### config.mk
export PLATFORM = sky130hd
export DESIGN_NAME = mem_arbiter_flat
export DESIGN_NICKNAME = d
export VERILOG_FILES = /design/src/rtl/mem_arbiter_pkg.sv /design/src/rtl/mem_arbiter_if.sv /design/src/rtl/mem_arbiter_prio.sv /design/src/rtl/mem_arbiter.sv /design/src/flat_wrapper.sv
export SDC_FILE = /design/constraint.sdc
export NUM_CORES = 1
export LEC_CHECK = 0
export CORE_AREA = 3 3 85 107
export CTS_CLUSTER_SIZE = 40
export DETAILED_ROUTE_END_ITERATION = 16
export DIE_AREA = 0 0 88 110
export GPL_ROUTABILITY_DRIVEN = 1
export PLACE_DENSITY_LB_ADDON = 0.08
export SYNTH_ARGS = -nofsm -noshare
export SYNTH_HDL_FRONTEND = slang
export SYNTH_SLANG_ARGS = --single-unit
### constraint.sdc
create_clock -name clk -period 2.3 [get_ports clk]
set_input_delay 0.345 -clock clk [delete_from_list [all_inputs] [get_ports clk]]
set_output_delay 0.345 -clock clk [all_outputs]
set_load 0.02 [all_outputs]
### src/rtl/mem_arbiter_pkg.sv
// Shared types for the unified-memory arbiter: owner codes, FSM states,
// grant-vector bit positions and the starvation counter width.
package mem_arb_pkg;

  typedef enum logic [1:0] {
    OWN_NONE = 2'd0,
    OWN_LD   = 2'd1,
    OWN_D    = 2'd2,
    OWN_F    = 2'd3
  } owner_t;

  typedef enum logic {
    ST_RUN  = 1'b0,
    ST_LOAD = 1'b1
  } state_t;

  // Bit positions inside the one-hot grant vector
  localparam int unsigned GNT_LD = 2;
  localparam int unsigned GNT_D  = 1;
  localparam int unsigned GNT_F  = 0;

  // Wide enough for STARVE_MAX up to 15
  localparam int unsigned STARVE_W = 4;

endpackage

### src/rtl/mem_arbiter_if.sv
// Requester and memory-side signal bundle for mem_arbiter.
// slave: the arbiter's view; master: the core/loader/memory environment.
interface mem_arbiter_if #(
  parameter int unsigned AW = 10,
  parameter int unsigned N  = 32
);

  logic          ld_req;
  logic          ld_we;
  logic [AW-1:0] ld_addr;
  logic [N-1:0]  ld_wdata;
  logic          ld_gnt;
  logic          ld_rvalid;

  logic          d_req;
  logic          d_we;
  logic [AW-1:0] d_addr;
  logic [N-1:0]  d_wdata;
  logic          d_gnt;
  logic          d_rvalid;

  logic          f_req;
  logic [AW-1:0] f_addr;
  logic          f_gnt;
  logic          f_rvalid;

  logic [N-1:0]  rdata;
  logic          core_stall;

  logic          mem_en;
  logic          mem_we;
  logic [AW-1:0] mem_addr;
  logic [N-1:0]  mem_wdata;
  logic [N-1:0]  mem_rdata;

  modport slave (
    input  ld_req, ld_we, ld_addr, ld_wdata,
    input  d_req, d_we, d_addr, d_wdata,
    input  f_req, f_addr,
    input  mem_rdata,
    output ld_gnt, ld_rvalid, d_gnt, d_rvalid, f_gnt, f_rvalid,
    output rdata, core_stall,
    output mem_en, mem_we, mem_addr, mem_wdata
  );

  modport master (
    output ld_req, ld_we, ld_addr, ld_wdata,
    output d_req, d_we, d_addr, d_wdata,
    output f_req, f_addr,
    output mem_rdata,
    input  ld_gnt, ld_rvalid, d_gnt, d_rvalid, f_gnt, f_rvalid,
    input  rdata, core_stall,
    input  mem_en, mem_we, mem_addr, mem_wdata
  );

endinterface

### src/rtl/mem_arbiter_prio.sv
// Combinational winner select: loader > data > fetch, with the starved
// fetch overriding data. RUN with ld_req pending grants nothing (bubble).
module mem_arb_prio
  import mem_arb_pkg::*;
(
  input  state_t     state,
  input  logic       ld_req,
  input  logic       d_req,
  input  logic       f_req,
  input  logic       starve_hit,
  output logic [2:0] gnt,
  output owner_t     owner
);

  // Pick at most one winner for this cycle
  always_comb begin
    gnt   = '0;
    owner = OWN_NONE;
    case (state)
      ST_RUN: begin
        if (!ld_req) begin
          if (f_req && starve_hit) begin
            gnt[GNT_F] = 1'b1;
            owner      = OWN_F;
          end else if (d_req) begin
            gnt[GNT_D] = 1'b1;
            owner      = OWN_D;
          end else if (f_req) begin
            gnt[GNT_F] = 1'b1;
            owner      = OWN_F;
          end
        end
      end
      ST_LOAD: begin
        if (ld_req) begin
          gnt[GNT_LD] = 1'b1;
          owner       = OWN_LD;
        end
      end
      default: ;
    endcase
  end

endmodule

### src/rtl/mem_arbiter.sv
// Single-port memory arbiter shared by instruction fetch, data access and
// the host program loader. Grants are combinational; read data returns one
// cycle later, tagged by the owner recorded at grant time.
module mem_arbiter
  import mem_arb_pkg::*;
#(
  parameter int unsigned AW         = 10,
  parameter int unsigned N          = 32,
  parameter int unsigned STARVE_MAX = 4
) (
  input  logic          clk,
  input  logic          rst,
  mem_arbiter_if.slave  bus
);

  state_t                state;
  state_t                state_nxt;
  logic [STARVE_W-1:0]   starve_cnt;
  logic                  starve_hit;
  logic [2:0]            gnt_raw;
  logic [2:0]            gnt;
  owner_t                win_owner;
  owner_t                owner_q;
  logic                  win_we;
  logic [AW-1:0]         sel_addr;
  logic [N-1:0]          sel_wdata;
  logic [N-1:0]          rdata_q;

  assign starve_hit = (starve_cnt == STARVE_W'(STARVE_MAX));

  mem_arb_prio u_prio (
    .state      (state),
    .ld_req     (bus.ld_req),
    .d_req      (bus.d_req),
    .f_req      (bus.f_req),
    .starve_hit (starve_hit),
    .gnt        (gnt_raw),
    .owner      (win_owner)
  );

  // State register
  always_ff @(posedge clk or posedge rst) begin
    if (rst) state <= ST_RUN;
    else     state <= state_nxt;
  end

  // Next state: enter LOAD on a loader request, leave when it drops
  always_comb begin
    state_nxt = state;
    case (state)
      ST_RUN:  if (bus.ld_req)  state_nxt = ST_LOAD;
      ST_LOAD: if (!bus.ld_req) state_nxt = ST_RUN;
      default: state_nxt = ST_RUN;
    endcase
  end

  // Outputs: gated grants, memory port mux, read strobes, core stall
  always_comb begin
    gnt       = rst ? 3'b000 : gnt_raw;
    sel_addr  = '0;
    sel_wdata = '0;
    win_we    = 1'b0;
    if (gnt[GNT_LD]) begin
      sel_addr  = bus.ld_addr;
      sel_wdata = bus.ld_wdata;
      win_we    = bus.ld_we;
    end else if (gnt[GNT_D]) begin
      sel_addr  = bus.d_addr;
      sel_wdata = bus.d_wdata;
      win_we    = bus.d_we;
    end else if (gnt[GNT_F]) begin
      sel_addr  = bus.f_addr;
    end
    bus.ld_gnt    = gnt[GNT_LD];
    bus.d_gnt     = gnt[GNT_D];
    bus.f_gnt     = gnt[GNT_F];
    bus.mem_en    = |gnt;
    bus.mem_we    = win_we;
    bus.mem_addr  = sel_addr;
    bus.mem_wdata = sel_wdata;
    bus.ld_rvalid = (owner_q == OWN_LD);
    bus.d_rvalid  = (owner_q == OWN_D);
    bus.f_rvalid  = (owner_q == OWN_F);
    // Memory data is already registered inside the memory, so the valid
    // cycle forwards it directly; rdata_q holds it for later cycles.
    bus.rdata      = (owner_q != OWN_NONE) ? bus.mem_rdata : rdata_q;
    bus.core_stall = (state == ST_LOAD)
                   | (bus.ld_req & (state == ST_RUN))
                   | (bus.d_req & ~gnt[GNT_D])
                   | (bus.f_req & ~gnt[GNT_F]);
  end

  // Fetch starvation counter, saturating at STARVE_MAX
  always_ff @(posedge clk or posedge rst) begin
    if (rst) begin
      starve_cnt <= '0;
    end else if ((state == ST_LOAD) || !bus.f_req || gnt[GNT_F]) begin
      starve_cnt <= '0;
    end else if (!starve_hit) begin
      starve_cnt <= starve_cnt + 1'b1;
    end
  end

  // Owner of the read issued this cycle; writes and idle cycles record NONE
  always_ff @(posedge clk or posedge rst) begin
    if (rst)                    owner_q <= OWN_NONE;
    else if ((|gnt) && !win_we) owner_q <= win_owner;
    else                        owner_q <= OWN_NONE;
  end

  // Hold the last delivered read word
  always_ff @(posedge clk or posedge rst) begin
    if (rst)                      rdata_q <= '0;
    else if (owner_q != OWN_NONE) rdata_q <= bus.mem_rdata;
  end

endmodule
### src/flat_wrapper.sv
// flat-port wrapper written by rule: the top's interface ports become plain ports
module mem_arbiter_flat import mem_arb_pkg::*;
#(
  parameter int unsigned AW         = 10,
  parameter int unsigned N          = 32,
  parameter int unsigned STARVE_MAX = 4
)
  (clk, rst, bus_ld_req, bus_ld_we, bus_ld_addr, bus_ld_wdata, bus_d_req, bus_d_we, bus_d_addr, bus_d_wdata, bus_f_req, bus_f_addr, bus_mem_rdata, bus_ld_gnt, bus_ld_rvalid, bus_d_gnt, bus_d_rvalid, bus_f_gnt, bus_f_rvalid, bus_rdata, bus_core_stall, bus_mem_en, bus_mem_we, bus_mem_addr, bus_mem_wdata);
  mem_arbiter_if #(.AW(AW), .N(N)) bus_i ();
  input  logic clk;
  input  logic rst;
  input wire logic [$bits(bus_i.ld_req)-1:0] bus_ld_req;
  input wire logic [$bits(bus_i.ld_we)-1:0] bus_ld_we;
  input wire logic [$bits(bus_i.ld_addr)-1:0] bus_ld_addr;
  input wire logic [$bits(bus_i.ld_wdata)-1:0] bus_ld_wdata;
  input wire logic [$bits(bus_i.d_req)-1:0] bus_d_req;
  input wire logic [$bits(bus_i.d_we)-1:0] bus_d_we;
  input wire logic [$bits(bus_i.d_addr)-1:0] bus_d_addr;
  input wire logic [$bits(bus_i.d_wdata)-1:0] bus_d_wdata;
  input wire logic [$bits(bus_i.f_req)-1:0] bus_f_req;
  input wire logic [$bits(bus_i.f_addr)-1:0] bus_f_addr;
  input wire logic [$bits(bus_i.mem_rdata)-1:0] bus_mem_rdata;
  output wire logic [$bits(bus_i.ld_gnt)-1:0] bus_ld_gnt;
  output wire logic [$bits(bus_i.ld_rvalid)-1:0] bus_ld_rvalid;
  output wire logic [$bits(bus_i.d_gnt)-1:0] bus_d_gnt;
  output wire logic [$bits(bus_i.d_rvalid)-1:0] bus_d_rvalid;
  output wire logic [$bits(bus_i.f_gnt)-1:0] bus_f_gnt;
  output wire logic [$bits(bus_i.f_rvalid)-1:0] bus_f_rvalid;
  output wire logic [$bits(bus_i.rdata)-1:0] bus_rdata;
  output wire logic [$bits(bus_i.core_stall)-1:0] bus_core_stall;
  output wire logic [$bits(bus_i.mem_en)-1:0] bus_mem_en;
  output wire logic [$bits(bus_i.mem_we)-1:0] bus_mem_we;
  output wire logic [$bits(bus_i.mem_addr)-1:0] bus_mem_addr;
  output wire logic [$bits(bus_i.mem_wdata)-1:0] bus_mem_wdata;
  assign bus_i.ld_req = bus_ld_req;
  assign bus_i.ld_we = bus_ld_we;
  assign bus_i.ld_addr = bus_ld_addr;
  assign bus_i.ld_wdata = bus_ld_wdata;
  assign bus_i.d_req = bus_d_req;
  assign bus_i.d_we = bus_d_we;
  assign bus_i.d_addr = bus_d_addr;
  assign bus_i.d_wdata = bus_d_wdata;
  assign bus_i.f_req = bus_f_req;
  assign bus_i.f_addr = bus_f_addr;
  assign bus_i.mem_rdata = bus_mem_rdata;
  assign bus_ld_gnt = bus_i.ld_gnt;
  assign bus_ld_rvalid = bus_i.ld_rvalid;
  assign bus_d_gnt = bus_i.d_gnt;
  assign bus_d_rvalid = bus_i.d_rvalid;
  assign bus_f_gnt = bus_i.f_gnt;
  assign bus_f_rvalid = bus_i.f_rvalid;
  assign bus_rdata = bus_i.rdata;
  assign bus_core_stall = bus_i.core_stall;
  assign bus_mem_en = bus_i.mem_en;
  assign bus_mem_we = bus_i.mem_we;
  assign bus_mem_addr = bus_i.mem_addr;
  assign bus_mem_wdata = bus_i.mem_wdata;
  mem_arbiter #(.AW(AW), .N(N), .STARVE_MAX(STARVE_MAX)) u_core (.clk(clk), .rst(rst), .bus(bus_i));
endmodule
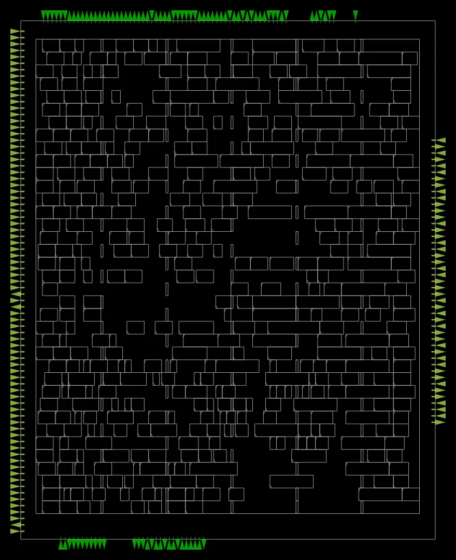
(images/placement.png)
number of cell rows: 37
share of cell area taken by flip-flops and latches: 20.91%

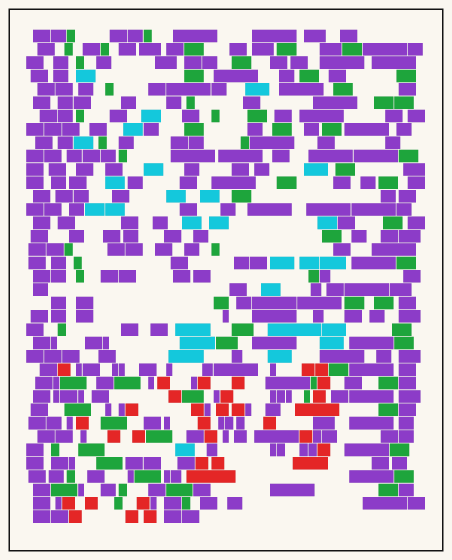
(images/sizes.png)
| size | color | cells | share |
|---|---|---|---|
| _6 and larger | cyan | 27 | 6.4% |
| _3 and _4 cells | red | 33 | 7.8% |
| _2 cells | green | 71 | 17% |
| _0 and _1 cells | purple | 292 | 69% |
post-route cell area: 4668 sq um
Non-clock buffers: 240
Final WS setup: -28.90 ps

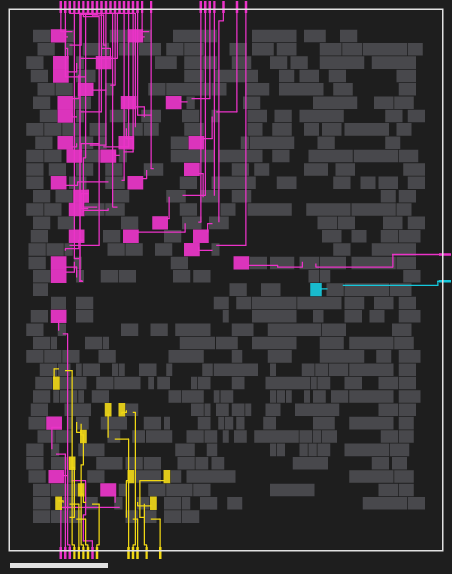
(images/io_fan.png)
Scale bar: 20 microns.
| port | color | direction | edge | end cells | buffers | wire |
|---|---|---|---|---|---|---|
| `bus_mem_addr` | yellow | output | bottom | 10 | 10 | 225 microns |
| `bus_ld_rvalid` | cyan | output | right | 1 | 1 | 22.3 microns |
| `bus_mem_wdata` | magenta | output | 27 top, 4 bottom, 1 right | 32 | 32 | 1120 microns |

==> results.env <==
WORSTPATHMAXFANOUT=16
CTS_REPAIR_RESIZE_COUNT=225
TRITONCTS.NUM_BUFFERS=5
BOUNDARYPINS=216
SETUP_VIOL=2
NUMBER_OF_VIAS_PER_CELL=4.683
AREA_DOMINANT_CLASS='buffers'
POWER.LARGEST_GROUP='combinational cells'
EDF_COUNT=0
LAYOUT.CELLS.MOST_COMMON_LIST='sky130_fd_sc_hd__clkdlybuf4s50_1, sky130_fd_sc_hd__dfrtp_1, sky130_fd_sc_hd__a22o_1'
FINAL-COMB-AREA_SQ_UM=1150
CRITICAL_PATH_CLASS='reg -> out'
ANT_DIODES=0
YS_WARN_COUNT=0
MIN-DELAY-PATH-CLASS='reg -> reg'
NUMBER_OF_GLOBAL_ROUTE_VIAS_BEFORE_REPAIR=2622
R2R_SLACK_PS=690
WORST_PATH_LARGEST_CELL_DELAY_PS=390
SYNTH_CHIP_AREA_SQ_UM=2178
CTS.REPORTEDPATHS.CLKPINSLEW_PS=70
BUFFERS_INSERTED_BY_POST_CTS_TIMING_REPAIR=1
NCLKBUFFERS=6
CTS_MAX_PATH_BUFFERS=2
FINAL-HOLD-VIOLATION-COUNT=0
CRITPATHCAPTURETYPE='output port'
CELL_INTERNAL_POWER_DISSIPATION_mW=1.828
SYNTHTOPLOGICFAMILY='AND-OR/OR-AND gates'
CRIT_CELLS=7
SWITCHING_SHARE_PCT=31.17
VIOLATED_CHECKS='setup timing'
WORST-R2R-CELL-COUNT=7
DIE-AREA_SQ_UM=9680
ENDPOINT_WORST_HOLD='u_core.rdata_q[9]'
GRT_MAX_DEGREE=40
SLEW_HEADROOM_PCT=66.01
SLEW_VIOLATIONS=0
DETAIL_ROUTE.FIRST_PASS.ITERATIONS=4
SYNTHSIMPLEGATEAREAFRAC_PCT=8.271
NETLIST_TOP_CELLS_AREA='sky130_fd_sc_hd__dfrtp_1, sky130_fd_sc_hd__mux2_2, sky130_fd_sc_hd__a22o_1'
MAX_SLEW.WORST_PIN.SLEW_PS=509.9
TOP_CELL='sky130_fd_sc_hd__dfrtp_1'
STAGE_LOG_WARNINGS=29
CTS_SINKS=39
POWER_CLOCK_mW=0.580
CRITICAL_PATH_BUF_INV_COUNT=3
LAYOUT-DRIVE-GT1-SHARE_PCT=30.97
P_COMB_mW=1.19
LAYOUT.AREA.SEQ_SQ_UM=975.9
ROUTABILITYCONGESTION=0.8396
POST_DRT_ANTENNA_NETS=0
FIN_TNS_SETUP_PS=-37.71
YS_SH_ADDER_PCT=1.149
TRITONCTS='built'
MAX_CLOCK_FREQ_GHz=0.4294
AREA.GROWTH.SYNTH_TO_FINAL_PCT=114.3
CP-STARTPOINT='u_core.starve_cnt[0]'
TIMING.HOLD.WORST.START='u_core.rdata_q[9]'
NETLIST_AREA_SQ_UM=2178
AREA_OF_PLACED_INSTANCES_SQ_UM=4586
CLOCK-SKEW-FINAL_PS=7.520
MI_COMB_COUNT=130
GRT_FIRST_PASS_WIRELENGTH_MM=13.17
CRITICAL_PATH_ARRIVAL_PS=1980
NUM-NETS-FINAL=557
HOLD_BUFFER_COUNT_AT_CTS=0
RUN_STATUS='complete, but fails checks'
CRITICAL_PATH.TOP_DELAY_FAMILY='simple AND/OR/NAND/NOR gates'
FINAL-INSTANCE-COUNT-EXCL-FILL=520
START_KIND='flip-flop'
DRT_ITER0_MARKERS=43
CLOCK_LATENCY_PS=290
POWER.SWITCHING_mW=0.8276
AOI_SHARE_PCT=23.55
LAYOUT.BUFFER.NONCLOCK.AREA_SHARE_PCT=48.78
FINAL_WS_SETUP_PS=-28.90
CLOCKNETWORKAREASHARE_PCT=2.519
CLOCKPOWERSHARE_PCT=21.8
H_TREE_LEVEL_COUNT=2
HOLD_DEPTH=1
R2R-END='u_core.owner_q[0]'
YS_SEQ_ELEMENTS=39
WELL_TAP_COUNT=97
SYN-INSTANCE-COUNT=190
LAYOUT.SEQUENTIAL_CELLS=39
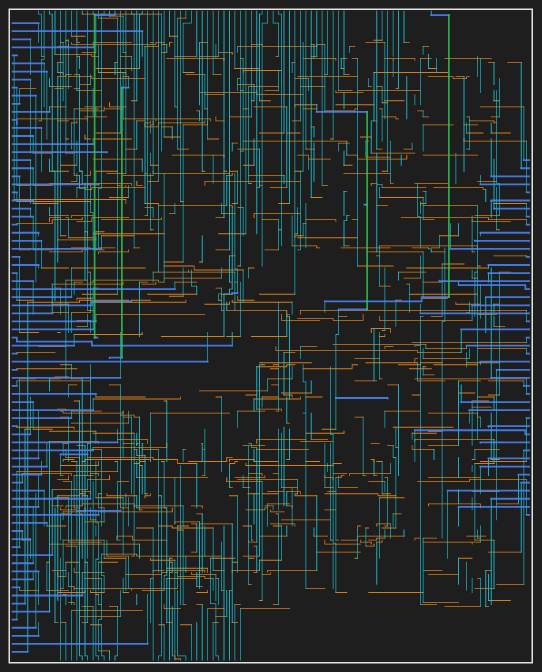
(images/wires.png)
| layer | color | wire length |
|---|---|---|
| metal 3 | blue | 943 microns |
| metal 1 | orange | 2880 microns |
| metal 2 | cyan | 5050 microns |
| metal 4 | green | 181 microns |
WL/cell: 17.40 microns
routed via count: 2435
GRT Resource Usage Total: 17.95%

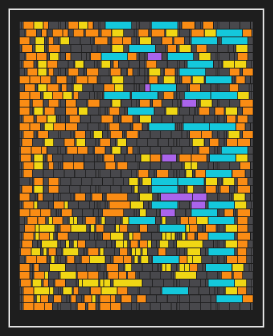
(images/placement_by_type.png)
Fill, decap, tap and diode cells in gray.
| class | color | cells | share of their area |
|---|---|---|---|
| flops | cyan | 39 | 21% |
| other buffers and delay cells | orange | 240 | 50% |
| clock drivers and dummy loads | purple | 8 | 2.6% |
| combinational and other logic | yellow | 136 | 26% |
area of the core region: 8194 sq um
final cell utilization of the core: 56.97%

## layer usage
| layer | track usage (%) | part of all wire (%) |
|---|---|---|
| met3 | 6.245 | 10 |
| met5 | 0 | 0 |
| met1 | 16.71 | 32 |
| met2 | 35.40 | 56 |
| met4 | 6.140 | 2.0 |
## flip-flops by register name, indices dropped and copies added (netlist names)
signal and cells:
u_core.owner_q 2, u_core.state 1, u_core.starve_cnt 4, u_core.rdata_q 32
## stage by stage
| stage | total power, mW | worst slack (ps) |
|---|---|---|
| after floorplan | 1.478 | 25.34 |
| after global placement | 2.187 | -383.5 |
| after detailed placement | 2.207 | -431.9 |
| after CTS | 2.692 | -74.86 |
| after global routing | 2.807 | -131.4 |
| final | 2.655 | -28.90 |
No activity file was given, so power comes from the tool's default toggle rates.
